File: src/rtl/dsp_console.sv
// ----------------------------------------------------------------------------
// dsp_console
//   Bus initiator for the dsp text display. Converts a valid/ready byte stream
//   into dsp bus cycles. It keeps the cursor, interprets control codes, wraps
//   long lines, clears the screen and scrolls by copying cells one row up.
//
// Ports
//   clk        in   1   system clock
//   reset      in   1   synchronous, active-high
//   in_data    in   8   character or control byte
//   in_valid   in   1   in_data valid
//   in_ready   out  1   console accepts in_data this cycle (IDLE only)
//   dsp_en     out  1   bus request
//   dsp_wr     out  1   1 = write, 0 = read
//   dsp_addr   out  12  cell address {row[4:0], col[6:0]}
//   dsp_wdata  out  16  {attr, char}
//   dsp_rdata  in   16  read data, valid while wt=0
//   dsp_wt     in   1   wait; a cycle completes on an edge with en=1, wt=0
//
// Control bytes: CR -> column 0, LF -> next line at column 0 (scrolling on
// the last row), BS -> column-1 unless already at 0, FF -> clear screen and
// home the cursor. Printable 0x20..0x7E is written at the cursor. Anything
// else is dropped without a bus cycle.
// ----------------------------------------------------------------------------
module dsp_console #(
   parameter int         COLS = 80,
   parameter int         ROWS = 30,
   parameter logic [7:0] ATTR = 8'h07
) (
   input  logic        clk,
   input  logic        reset,
   input  logic [7:0]  in_data,
   input  logic        in_valid,
   output logic        in_ready,
   output logic        dsp_en,
   output logic        dsp_wr,
   output logic [11:0] dsp_addr,
   output logic [15:0] dsp_wdata,
   input  logic [15:0] dsp_rdata,
   input  logic        dsp_wt
);

   typedef enum logic [2:0] {
      IDLE,
      DECODE,
      PUT,
      NEWLINE,
      SCROLL,
      CLR_ROW,
      CLR_ALL
   } state_t;

   localparam logic [6:0]  LAST_COL   = 7'(COLS - 1);
   localparam logic [4:0]  LAST_ROW   = 5'(ROWS - 1);
   localparam logic [4:0]  PENULT_ROW = 5'(ROWS - 2);
   localparam logic [15:0] BLANK      = {ATTR, 8'h20};

   state_t     state;
   logic [7:0] char_q;
   logic [4:0] cur_row;
   logic [6:0] cur_col;
   logic [4:0] scan_row;    // row walked by SCROLL / CLR_ROW / CLR_ALL
   logic [6:0] scan_col;
   logic       scroll_wr;   // SCROLL phase: 0 = read below, 1 = write back
   logic       bus_done;

   assign bus_done = dsp_en & ~dsp_wt;

   // Every bus state follows the same pattern: with en low, present the
   // request; with en high, hold everything until the completing edge, then
   // drop en. That leaves one idle cycle between transfers.
   // NOTE: all state here is assigned with <= so every register samples the
   // pre-edge values; blocking assignments would create order-dependent logic.
   always_ff @(posedge clk) begin
      if (reset) begin
         state     <= CLR_ALL;
         in_ready  <= 1'b0;
         dsp_en    <= 1'b0;
         dsp_wr    <= 1'b0;
         dsp_addr  <= '0;
         dsp_wdata <= '0;
         char_q    <= '0;
         cur_row   <= '0;
         cur_col   <= '0;
         scan_row  <= '0;
         scan_col  <= '0;
         scroll_wr <= 1'b0;
      end else begin
         case (state)
            IDLE: begin
               if (in_valid) begin
                  char_q   <= in_data;
                  in_ready <= 1'b0;
                  state    <= DECODE;
               end
            end

            DECODE: begin
               if (char_q inside {[8'h20:8'h7e]}) begin
                  // Request issued straight from DECODE so en rises one
                  // cycle after the accepting edge.
                  dsp_en    <= 1'b1;
                  dsp_wr    <= 1'b1;
                  dsp_addr  <= {cur_row, cur_col};
                  dsp_wdata <= {ATTR, char_q};
                  state     <= PUT;
               end else begin
                  case (char_q)
                     8'h0d: begin
                        cur_col  <= '0;
                        state    <= IDLE;
                        in_ready <= 1'b1;
                     end
                     8'h0a: state <= NEWLINE;
                     8'h08: begin
                        if (cur_col != '0) cur_col <= cur_col - 7'd1;
                        state    <= IDLE;
                        in_ready <= 1'b1;
                     end
                     8'h0c: begin
                        cur_row  <= '0;
                        cur_col  <= '0;
                        scan_row <= '0;
                        scan_col <= '0;
                        state    <= CLR_ALL;
                     end
                     default: begin
                        state    <= IDLE;
                        in_ready <= 1'b1;
                     end
                  endcase
               end
            end

            PUT: begin
               if (bus_done) begin
                  dsp_en <= 1'b0;
                  if (cur_col == LAST_COL) begin
                     state <= NEWLINE;   // col resets to 0 there
                  end else begin
                     cur_col  <= cur_col + 7'd1;
                     state    <= IDLE;
                     in_ready <= 1'b1;
                  end
               end
            end

            NEWLINE: begin
               cur_col <= '0;
               if (cur_row < LAST_ROW) begin
                  cur_row  <= cur_row + 5'd1;
                  state    <= IDLE;
                  in_ready <= 1'b1;
               end else begin
                  // Cursor stays on the last row; the screen moves instead.
                  // A one-row screen has nothing to copy, only the clear.
                  scan_row  <= '0;
                  scan_col  <= '0;
                  scroll_wr <= 1'b0;
                  state     <= (ROWS > 1) ? SCROLL : CLR_ROW;
               end
            end

            SCROLL: begin
               if (!dsp_en) begin
                  dsp_en   <= 1'b1;
                  dsp_wr   <= scroll_wr;
                  dsp_addr <= scroll_wr ? {scan_row, scan_col}
                                        : {scan_row + 5'd1, scan_col};
               end else if (!dsp_wt) begin
                  dsp_en <= 1'b0;
                  if (!scroll_wr) begin
                     dsp_wdata <= dsp_rdata;   // copied unchanged to the row above
                     scroll_wr <= 1'b1;
                  end else begin
                     scroll_wr <= 1'b0;
                     if (scan_col == LAST_COL) begin
                        scan_col <= '0;
                        if (scan_row == PENULT_ROW) begin
                           scan_row <= LAST_ROW;
                           state    <= CLR_ROW;
                        end else begin
                           scan_row <= scan_row + 5'd1;
                        end
                     end else begin
                        scan_col <= scan_col + 7'd1;
                     end
                  end
               end
            end

            CLR_ROW, CLR_ALL: begin
               if (!dsp_en) begin
                  dsp_en    <= 1'b1;
                  dsp_wr    <= 1'b1;
                  dsp_addr  <= {scan_row, scan_col};
                  dsp_wdata <= BLANK;
               end else if (!dsp_wt) begin
                  dsp_en <= 1'b0;
                  if (scan_col == LAST_COL) begin
                     scan_col <= '0;
                     if (state == CLR_ROW || scan_row == LAST_ROW) begin
                        scan_row <= '0;
                        state    <= IDLE;
                        in_ready <= 1'b1;
                     end else begin
                        scan_row <= scan_row + 5'd1;
                     end
                  end else begin
                     scan_col <= scan_col + 7'd1;
                  end
               end
            end

            default: begin
               dsp_en   <= 1'b0;
               in_ready <= 1'b0;
               scan_row <= '0;
               scan_col <= '0;
               state    <= CLR_ALL;
            end
         endcase
      end
   end

endmodule
File: config.mk
export PLATFORM = sky130hd
export DESIGN_NAME = dsp_console
export DESIGN_NICKNAME = d
export VERILOG_FILES = /design/src/rtl/dsp_console.sv
export SDC_FILE = /design/constraint.sdc
export NUM_CORES = 1
export LEC_CHECK = 0
export ABC_AREA = 1
export CORE_MARGIN = 3
export CORE_UTILIZATION = 45
export CTS_CLUSTER_DIAMETER = 80
export DETAILED_ROUTE_END_ITERATION = 12
export DONT_BUFFER_PORTS = 1
export SLEW_MARGIN = 40
export SYNTH_ARGS = -nofsm -noshare
export SYNTH_HDL_FRONTEND = slang
export SYNTH_SLANG_ARGS = --single-unit
File: constraint.sdc
create_clock -name clk -period 1.6 [get_ports clk]
set_clock_uncertainty 0.05 [all_clocks]
set_input_delay 0.48 -clock clk [delete_from_list [all_inputs] [get_ports clk]]
set_output_delay 0.48 -clock clk [all_outputs]
set_load 0.01 [all_outputs]
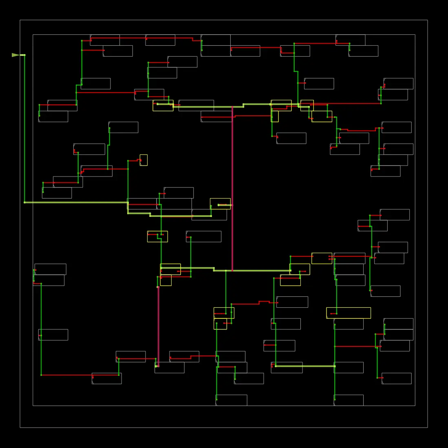
*Clock wiring as the flow saved it, run 1*
clk latency late pin: 0.35 ns
CTS Buf Count: 9
number of clock buffers in the layout: 10

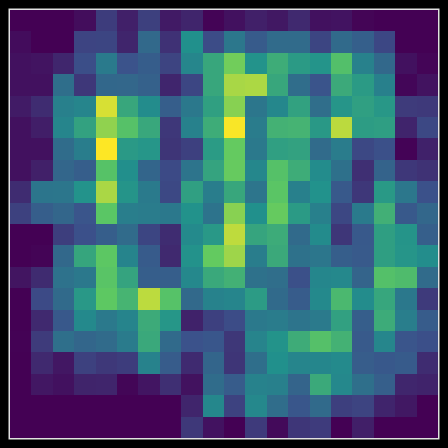
*Signal metal coverage by tile, run 1*
The die is cut into 20 by 20 equal tiles; dark purple is low, yellow is high, scaled to the fullest tile. Values are wire area over tile area, all layers added.
fullest tile: 0.56
emptiest ninth of the die: lower left
mean over tiles: 0.19
Vias: 4,468
drt wl/cell: 14.36 um

==> reports/metrics.yaml, run 1 <==
setup_path:
  critical_path_class: "reg -> reg"
  worstReg2RegEnd: "scan_row[0]$_SDFFE_PP0P_"
  crit_required_ns: 1.83
  startpoint_type: "register"
  slowest_delay_ns: 0.37
  rrSetupSlack_ns: -0.03
  end_kind: "register"
  crit_family: "buffers and inverters"
  path_buffers: 4
  r2r-start: "state[0]$_SDFFE_PP0P_"
  path_cells: "inv_2 > nand3_2 > buf_4 > nor2_2 > buf_4 > nor2_4 > buf_4 > o22ai_1 > nor2_1 > nor2_1"
  critPathMostFrequentCell: "buf_4"
synthesis:
  ys_sh_aoi_pct: 13.49
  syn_nets: 686
  yosysTopAreaCell: "dfxtp_1"
  area_leaders: "dfxtp_1, nand2_1, nor2_1"
  yosysUniqueCellTypes: 33
  syn-instance-count: 650
  logic_family: "simple AND/OR/NAND/NOR gates"
  ys_top_cells_by_count: "nand2_1, nor2_1, dfxtp_1"
  synth_top_area_share_pct: 32.64
  syn_area_um2: 4109
  edf_count: 0
  simple_gate_area_share_pct: 39.68
  mux_share_pct: 0
  yosys_area_um2: 4109
  synth_area_per_cell_um2: 6.321
  async_reset_ff_share_pct: 0
  most_common_cell: "nand2_1"
detailed_routing:
  drtPass1Iterations: 5
  via_per_inst: 5.288
  drc: 0
  drt_iter0_drc: 197
power_and_ir_drop:
  p_comb_mw: 0.252
  sequentialPower_mw: 1.73
  pwr-share-seq_pct: 50.4
  combPwrFrac_pct: 7.4
  power_leader: "registers"
  vdd_drop_max_mv: 0.4240
  power_leakage_nw: 2.357
  p_sw_share_pct: 25.28
  p_int_mw: 2.563
  powerDensity_nw_per_um2: 624.0
  switching_power_mw: 0.8672
global_routing:
  met1_usage_pct: 29.34
  grt_max_degree: 34
  grt_pass1_vias: 4178
  grt_pass1_wl_mm: 19.13
  gr-total-overflow: 0
  top_usage_layer: "met2"
sta:
  setup_violations: 1
  slew_headroom_pct: 77.10
  hold_ws_ns: 0.1433
  worst_pin_slew_ns: 0.3434
  min_period_ns: 1.630
  finalClockPeriodUsage_pct: 101.9
  rsz0062_at_grt: "yes"
  setup_ws_ns: -0.02983
  hold_viol: 0
  drv_slew: 0
cells_and_area:
  layout_top_cell: "nand2_1"
  final_cell_mix: "nand2_1, buf_4, nor2_1"
  drive_gt1_share_pct: 29.85
  finalInstanceArea_um2: 5497
  areaGrowthSynthToFinish_pct: 33.77
floorplanning:
  core_um2: 8806
  rows: 34
  ios: 59
  die_w_um: 101.6
  die-height_um: 101.6
job:
  max_cap_violations: 0
place:
  place_hpwl_mm: 8.663
  io_buffers: 0
  dp_slack_ns: -0.1108
  dpl_cell_area_um2: 4827
  place_congestion: 0.8678
clocking:
  cts_tree: "done"
  clockBufferDepth: 2
  htreeDepth: 3
  holdBufCountCts: 0
  post_cts_buffers: 3
  cts_resized: 23
  root_buffer: "clkbuf_8"
  cts.sinks: 67
run_status:
  status: "finished, violations left"
  violations: "negative setup slack"
worst_hold_path:
  hold_depth: 1
  holdPathEnd: "dsp_wdata[4]$_SDFFE_PP0P_"
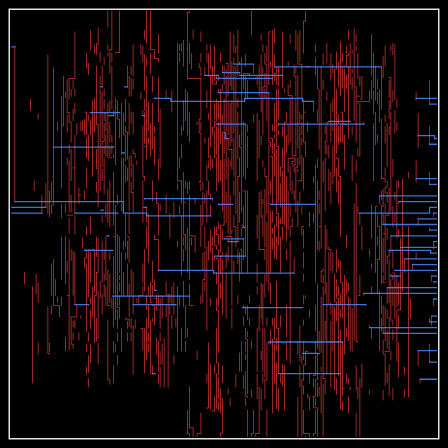
*Metal layers overlaid, run 1*
Two of the layers only.
[M3] blue | wire length: 634 um
[M2] red | wire length: 5,950 um
drt total wl: 12.14 mm
gr usage total: 22.91%

## run 1: stage by stage
stage	total power, mW	cells	utilization [%]	TNS, ns
2_1_floorplan	1.926	650	-	0
3_3_place_gp	1.991	821	54.82	-1.300
3_5_place_dp	1.997	821	54.82	-2.111
4_1_cts	3.444	840	58.07	-0.03684
5_1_grt	3.583	845	62.42	-1.381
6_report	3.430	845	62.42	-0.02983
## run 1: worst max path at each step
| stage | end | slack (ns) | cells past startpoint |
|---|---|---|---|
| after floorplan | scan_row[0]$_SDFFE_PP0P_ | 0.06 | 8 |
| after global placement | cur_col[1]$_SDFFE_PP0P_ | -0.08 | 10 |
| after detailed placement | scan_row[0]$_SDFFE_PP0P_ | -0.11 | 9 |
| after CTS | scan_row[0]$_SDFFE_PP0P_ | -0.03 | 9 |
| after global routing | scan_row[0]$_SDFFE_PP0P_ | -0.15 | 10 |
| final | scan_row[0]$_SDFFE_PP0P_ | -0.03 | 10 |
## run 1: area by class of cell
| class | count | area, um^2 | share of cell area, % |
|---|---|---|---|
| Tap cell | 108 | 135.1 | 2.458 |
| Clock inverter | 6 | 65.06 | 1.184 |
| Multi-Input combinational cell | 490 | 2698 | 49.08 |
| Sequential cell | 67 | 1369 | 24.90 |
| Timing Repair Buffer | 96 | 817.0 | 14.86 |
| Inverter | 68 | 275.3 | 5.008 |
| Clock buffer | 10 | 137.6 | 2.504 |
## run 1: registers in the layout (all words and copies together) (netlist names)
register / count
char_q: 8
cur_col: 7
cur_row: 5
dsp_addr: 12
dsp_en: 1
dsp_wdata: 16
dsp_wr: 1
in_ready: 1
scan_col: 7
scan_row: 5
scroll_wr: 1
state: 3
## run 1: layer usage
metal,share of wire [%],routed length [um]
met3,5.2,634
met1,44,5352
met5,0,0
met2,49,5953
met4,1.6,196
==> run 2: changes to the inputs <==
CORE_UTILIZATION = 47   (was 45)
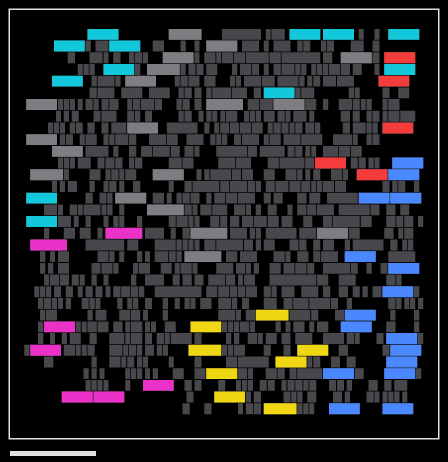
*Where the registers sit, run 2*
Scale bar: 20 um.
[char_q] yellow | flops: 8 | where: bottom centre
[dsp_wdata] blue | flops: 16
[cur_col] magenta | flops: 7 | where: lower left
[cur_row] red | flops: 5 | where: upper right
[dsp_addr] cyan | flops: 12
not coloured: 19
Util after Layout: 66.89%
sequential cell area share: 24.58%
Seq group: 1.72 mW

==> reports/metrics.yaml, run 2 <==
setup_path:
  crit_family: "AND-OR/OR-AND gates"
  startpoint_type: "register"
  r2r_cells: 9
  end_kind: "register"
  critical_path_class: "reg -> reg"
  path_cells: "buf_6 > inv_6 > a21oi_4 > nand2_2 > nand2_4 > buf_4 > nand3_1 > o21ai_0 > a21oi_1"
  worstReg2RegEnd: "dsp_en$_SDFFE_PP0P_"
  r2r-start: "char_q[5]$_SDFFE_PP0P_"
  crit_cells: 9
  slowest_delay_ns: 0.35
  path_buffers: 3
  crit_required_ns: 1.80
  rrSetupSlack_ns: -0.06
run_status:
  status: "finished, violations left"
  violations: "negative setup slack"
global_routing:
  grt_use_total_pct: 23.16
  grt_pass1_wl_mm: 18.66
  grt_max_degree: 34
  gr-total-overflow: 0
  grt_pass1_vias: 4110
floorplanning:
  die_w_um: 99.50
  core_um2: 8341
  ios: 59
  die-height_um: 99.50
  rows: 33
power_and_ir_drop:
  combPwrFrac_pct: 7.8
  p_comb_mw: 0.284
  pwr-share-seq_pct: 47.3
  power_leader: "registers"
  p_int_mw: 2.735
  powerDensity_nw_per_um2: 652.3
  p_sw_share_pct: 24.83
  power_clock_mw: 1.63
  power_leakage_nw: 2.443
  finalPower_mw: 3.639
  vdd_drop_max_mv: 0.4151
worst_hold_path:
  hold_depth: 1
  holdPathEnd: "dsp_wdata[7]$_SDFFE_PP0P_"
sta:
  drv_slew: 0
  hold_viol: 0
  setup_violations: 1
  finalClockPeriodUsage_pct: 103.6
  min_period_ns: 1.658
  slew_headroom_pct: 74.53
  setup_ws_ns: -0.05826
  setup-tns-final_ns: -0.05826
  rsz0062_at_grt: "yes"
  fmax_mhz: 603.0
  worst_pin_slew_ns: 0.3780
cells_and_area:
  top_register: "dsp_wdata"
  final_cell_mix: "nand2_1, buf_4, nor2_1"
  finalInstanceArea_um2: 5579
  comb_area_um2: 2720
  fin_cells: 844
  largest_reg_flops: 16
  areaGrowthSynthToFinish_pct: 35.78
synthesis:
  mux_share_pct: 0
  yosysUniqueCellTypes: 33
  simple_gate_area_share_pct: 39.68
  ys_top_cells_by_count: "nand2_1, nor2_1, dfxtp_1"
  synth_top_area_share_pct: 32.64
  yosysTopAreaCell: "dfxtp_1"
  syn_nets: 686
  syn_area_um2: 4109
  async_reset_ff_share_pct: 0
  ys_sh_aoi_pct: 13.49
  logic_family: "simple AND/OR/NAND/NOR gates"
  area_leaders: "dfxtp_1, nand2_1, nor2_1"
place:
  io_buffers: 0
  dpl_cell_area_um2: 4801
  place_congestion: 0.9241
  dp.cells: 815
job:
  max_cap_violations: 0
clocking:
  cts.sinks: 67
  htreeDepth: 3
  clock_latency_ns: 0.36
  cts_tree: "done"
  cts_resized: 12
  post_cts_buffers: 1
  root_buffer: "clkbuf_8"
  clockBufferDepth: 2
  cts_made_buffers: 9
  holdBufCountCts: 0
detailed_routing:
  drtPass1Iterations: 5
  drc: 0
  wl_mm: 12.03
  vias: 4419
  routedWlPerCell_um: 14.25
  drt_iter0_drc: 146
  via_per_inst: 5.236
-- run 2: cell type report --
cell class | instances | share of cell area, %
multi-input cells | 489 | 48.76
repair buffers | 99 | 15.25
well taps | 105 | 2.355
clock buffers | 10 | 2.467
flip-flops and latches | 67 | 24.58
clock inverters | 6 | 1.570
inverters | 68 | 5.024
-- run 2: worst reg2reg max path, stage by stage, from the launching register on --
cell	delay, ns
dfxtp_2	0.35
buf_6	0.11
inv_6	0.04
a21oi_4	0.17
nand2_2	0.09
nand2_4	0.12
buf_4	0.22
nand3_1	0.12
o21ai_0	0.21
a21oi_1	0.07
-- run 2: through the flow --
stage                     setup WS [ns]  hold WS [ns]
after floorplan                 0.05805        0.4018
after global placement         -0.05177        0.4263
after detailed placement        -0.1047        0.4305
after CTS                   -0.00003397        0.1192
after global routing            -0.1087        0.1163
final                          -0.05826        0.1284
-- run 2: layer usage --
metal	routed length [um]	GRT usage [%]	up-vias	part of all wire (%)
li1	-	-	2276	-
met5	0	0	-	0
met3	564	3.576	25	4.7
met4	291	8.929	0	2.4
met2	5775	38.02	97	48
met1	5393	30.64	2021	45
-- run 2: how the worst max path moves through the flow --
stage,from,to,slack [ns]
6_report,char_q[5]$_SDFFE_PP0P_,dsp_en$_SDFFE_PP0P_,-0.06
5_1_grt,char_q[5]$_SDFFE_PP0P_,dsp_en$_SDFFE_PP0P_,-0.11
4_1_cts,char_q[5]$_SDFFE_PP0P_,dsp_en$_SDFFE_PP0P_,-0.00003
3_5_place_dp,state[0]$_SDFFE_PP0P_,state[2]$_SDFFE_PP1P_,-0.10
3_3_place_gp,state[2]$_SDFFE_PP1P_,state[1]$_SDFFE_PP1P_,-0.05
2_1_floorplan,dsp_wt,scan_row[0]$_SDFFE_PP0P_,0.06
==> run 3: changes to the inputs <==
PLACE_DENSITY = 0.63   (was not set)
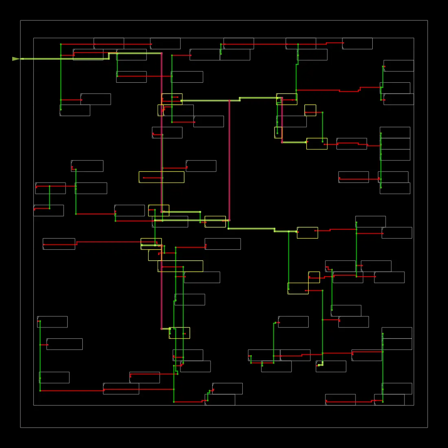
*Clock wiring as the flow saved it, run 3*
clock sinks: 67
Flop Count: 67
P_clk: 1.58 mW

==> reports/metrics.yaml, run 3 <==
synthesis:
  synth_area_per_cell_um2: 6.321
  yosysUniqueCellTypes: 33
  yosysTopAreaCell: "dfxtp_1"
  mux_share_pct: 0
  syn_nets: 686
  area_leaders: "dfxtp_1, nand2_1, nor2_1"
  syn-instance-count: 650
  logic_family: "simple AND/OR/NAND/NOR gates"
  synth_top_area_share_pct: 32.64
  syn_area_um2: 4109
  ys_top_cells_by_count: "nand2_1, nor2_1, dfxtp_1"
  simple_gate_area_share_pct: 39.68
  most_common_cell: "nand2_1"
  async_reset_ff_share_pct: 0
  edf_count: 0
  yosys-stat-cells: 650
  ys_sh_aoi_pct: 13.49
cells_and_area:
  areaGrowthSynthToFinish_pct: 38.37
  drive_gt1_share_pct: 33.07
  reg_top3: "dsp_wdata x16, dsp_addr x12, char_q x8"
  flop_area_um2: 1366
  final_cell_mix: "nand2_1, buf_4, nor2_1"
  top_register: "dsp_wdata"
  largest_reg_flops: 16
  comb_area_um2: 2751
  utilization_pct: 68.17
  layout_top_cell: "nand2_1"
sta:
  setup_violations: 9
  min_period_ns: 1.615
  drv_slew: 0
  hold_viol: 0
  worst_pin_slew_ns: 0.3484
  finalClockPeriodUsage_pct: 100.9
  rsz0062_at_grt: "yes"
  hold_ws_ns: 0.1278
  slew_headroom_pct: 76.53
  setup_ws_ns: -0.01513
  fmax_mhz: 619.1
run_status:
  status: "finished, violations left"
  violations: "negative setup slack"
setup_path:
  slowest_delay_ns: 0.42
  startpoint_type: "register"
  rrSetupSlack_ns: -0.02
  crit_required_ns: 1.80
  end_kind: "register"
  path_cells: "inv_4 > nand2_4 > nor2_4 > buf_6 > nand2_4 > nand2_2 > nor2_2 > nand2_2 > nor2_4 > buf_12 > nand2_1 > nand2_1 > nor2_1"
  crit_family: "simple AND/OR/NAND/NOR gates"
  path_buffers: 3
  critical_path_class: "reg -> reg"
detailed_routing:
  via_per_inst: 5.460
  drt_iter0_drc: 253
  vias: 4652
  wl_mm: 12.53
  drc: 0
  routedWlPerCell_um: 14.70
clocking:
  holdBufCountCts: 0
  root_buffer: "clkbuf_8"
  clockBufferDepth: 2
  cts_made_buffers: 9
  cts_tree: "done"
  clock_latency_ns: 0.35
floorplanning:
  rows: 33
  die-height_um: 99.50
  ios: 59
  core_um2: 8341
  die_w_um: 99.50
power_and_ir_drop:
  vdd_drop_max_mv: 0.3939
  power_leakage_nw: 2.447
  powerDensity_nw_per_um2: 627.1
place:
  io_buffers: 0
  place_hpwl_mm: 8.568
  dpl_cell_area_um2: 4788
  place_congestion: 0.9427
job:
  max_cap_violations: 0
global_routing:
  grt_pass1_vias: 4146
  grt_use_total_pct: 23.49
  grt_max_degree: 34
  grt_pass1_wl_mm: 19.00
[run 3: routing by layer]
metal	vias up	global-route usage, %	part of all wire (%)
li1	2297	-	-
met1	2146	30.23	43
met2	173	38.58	48
met3	36	4.698	5.6
met4	0	9.454	3.3
met5	-	0	0
[run 3: report_power, final]
part / leakage [nW] / switching, mW / internal (mW) / total [mW]
logic: 1.80 / 0.153 / 0.107 / 0.260
clock network: 0.103 / 0.701 / 0.881 / 1.58
registers: 0.548 / 0.0320 / 1.69 / 1.72
total: 2.45 / 0.886 / 2.68 / 3.57
[run 3: path summary, 6_finish.rpt]
path,from,endpoint,cells past startpoint
setup / recovery,state[2]$_SDFFE_PP1P_,cur_col[3]$_SDFFE_PP0P_,13
hold / removal,reset,dsp_wdata[6]$_SDFFE_PP0P_,1
setup reg to reg,state[2]$_SDFFE_PP1P_,cur_col[3]$_SDFFE_PP0P_,13
hold reg to reg,dsp_en$_SDFFE_PP0P_,dsp_en$_SDFFE_PP0P_,2
[run 3: metrics by stage]
step                instances  setup slack [ns]  total power [mW]
global route              852           -0.1034             3.703
detailed placement        815           -0.1325             1.993
floorplan                 650           0.05805             1.926
CTS                       834          0.002914             3.570
finish                    852          -0.01513             3.565
global placement          815           -0.1313             1.987
[run 3: timing repair]
action | 4_1_cts | 5_1_grt
gates resized | 23 | 126
gates cloned | 0 | 4
buffers inserted | 3 | 14
endpoints found under the setup margin | 54 | 59
pin swaps | 3 | 35
[run 3: final cells by class]
class                   count  share of cell area [%]
clock buffers              10                   2.245
clock inverters             6                   1.563
inverters                  68                   4.886
multi-input cells         490                   48.39
flip-flops and latches     67                   24.03
well taps                 105                   2.311
repair buffers            106                   16.57
Power and IR drop assume default switching activity.
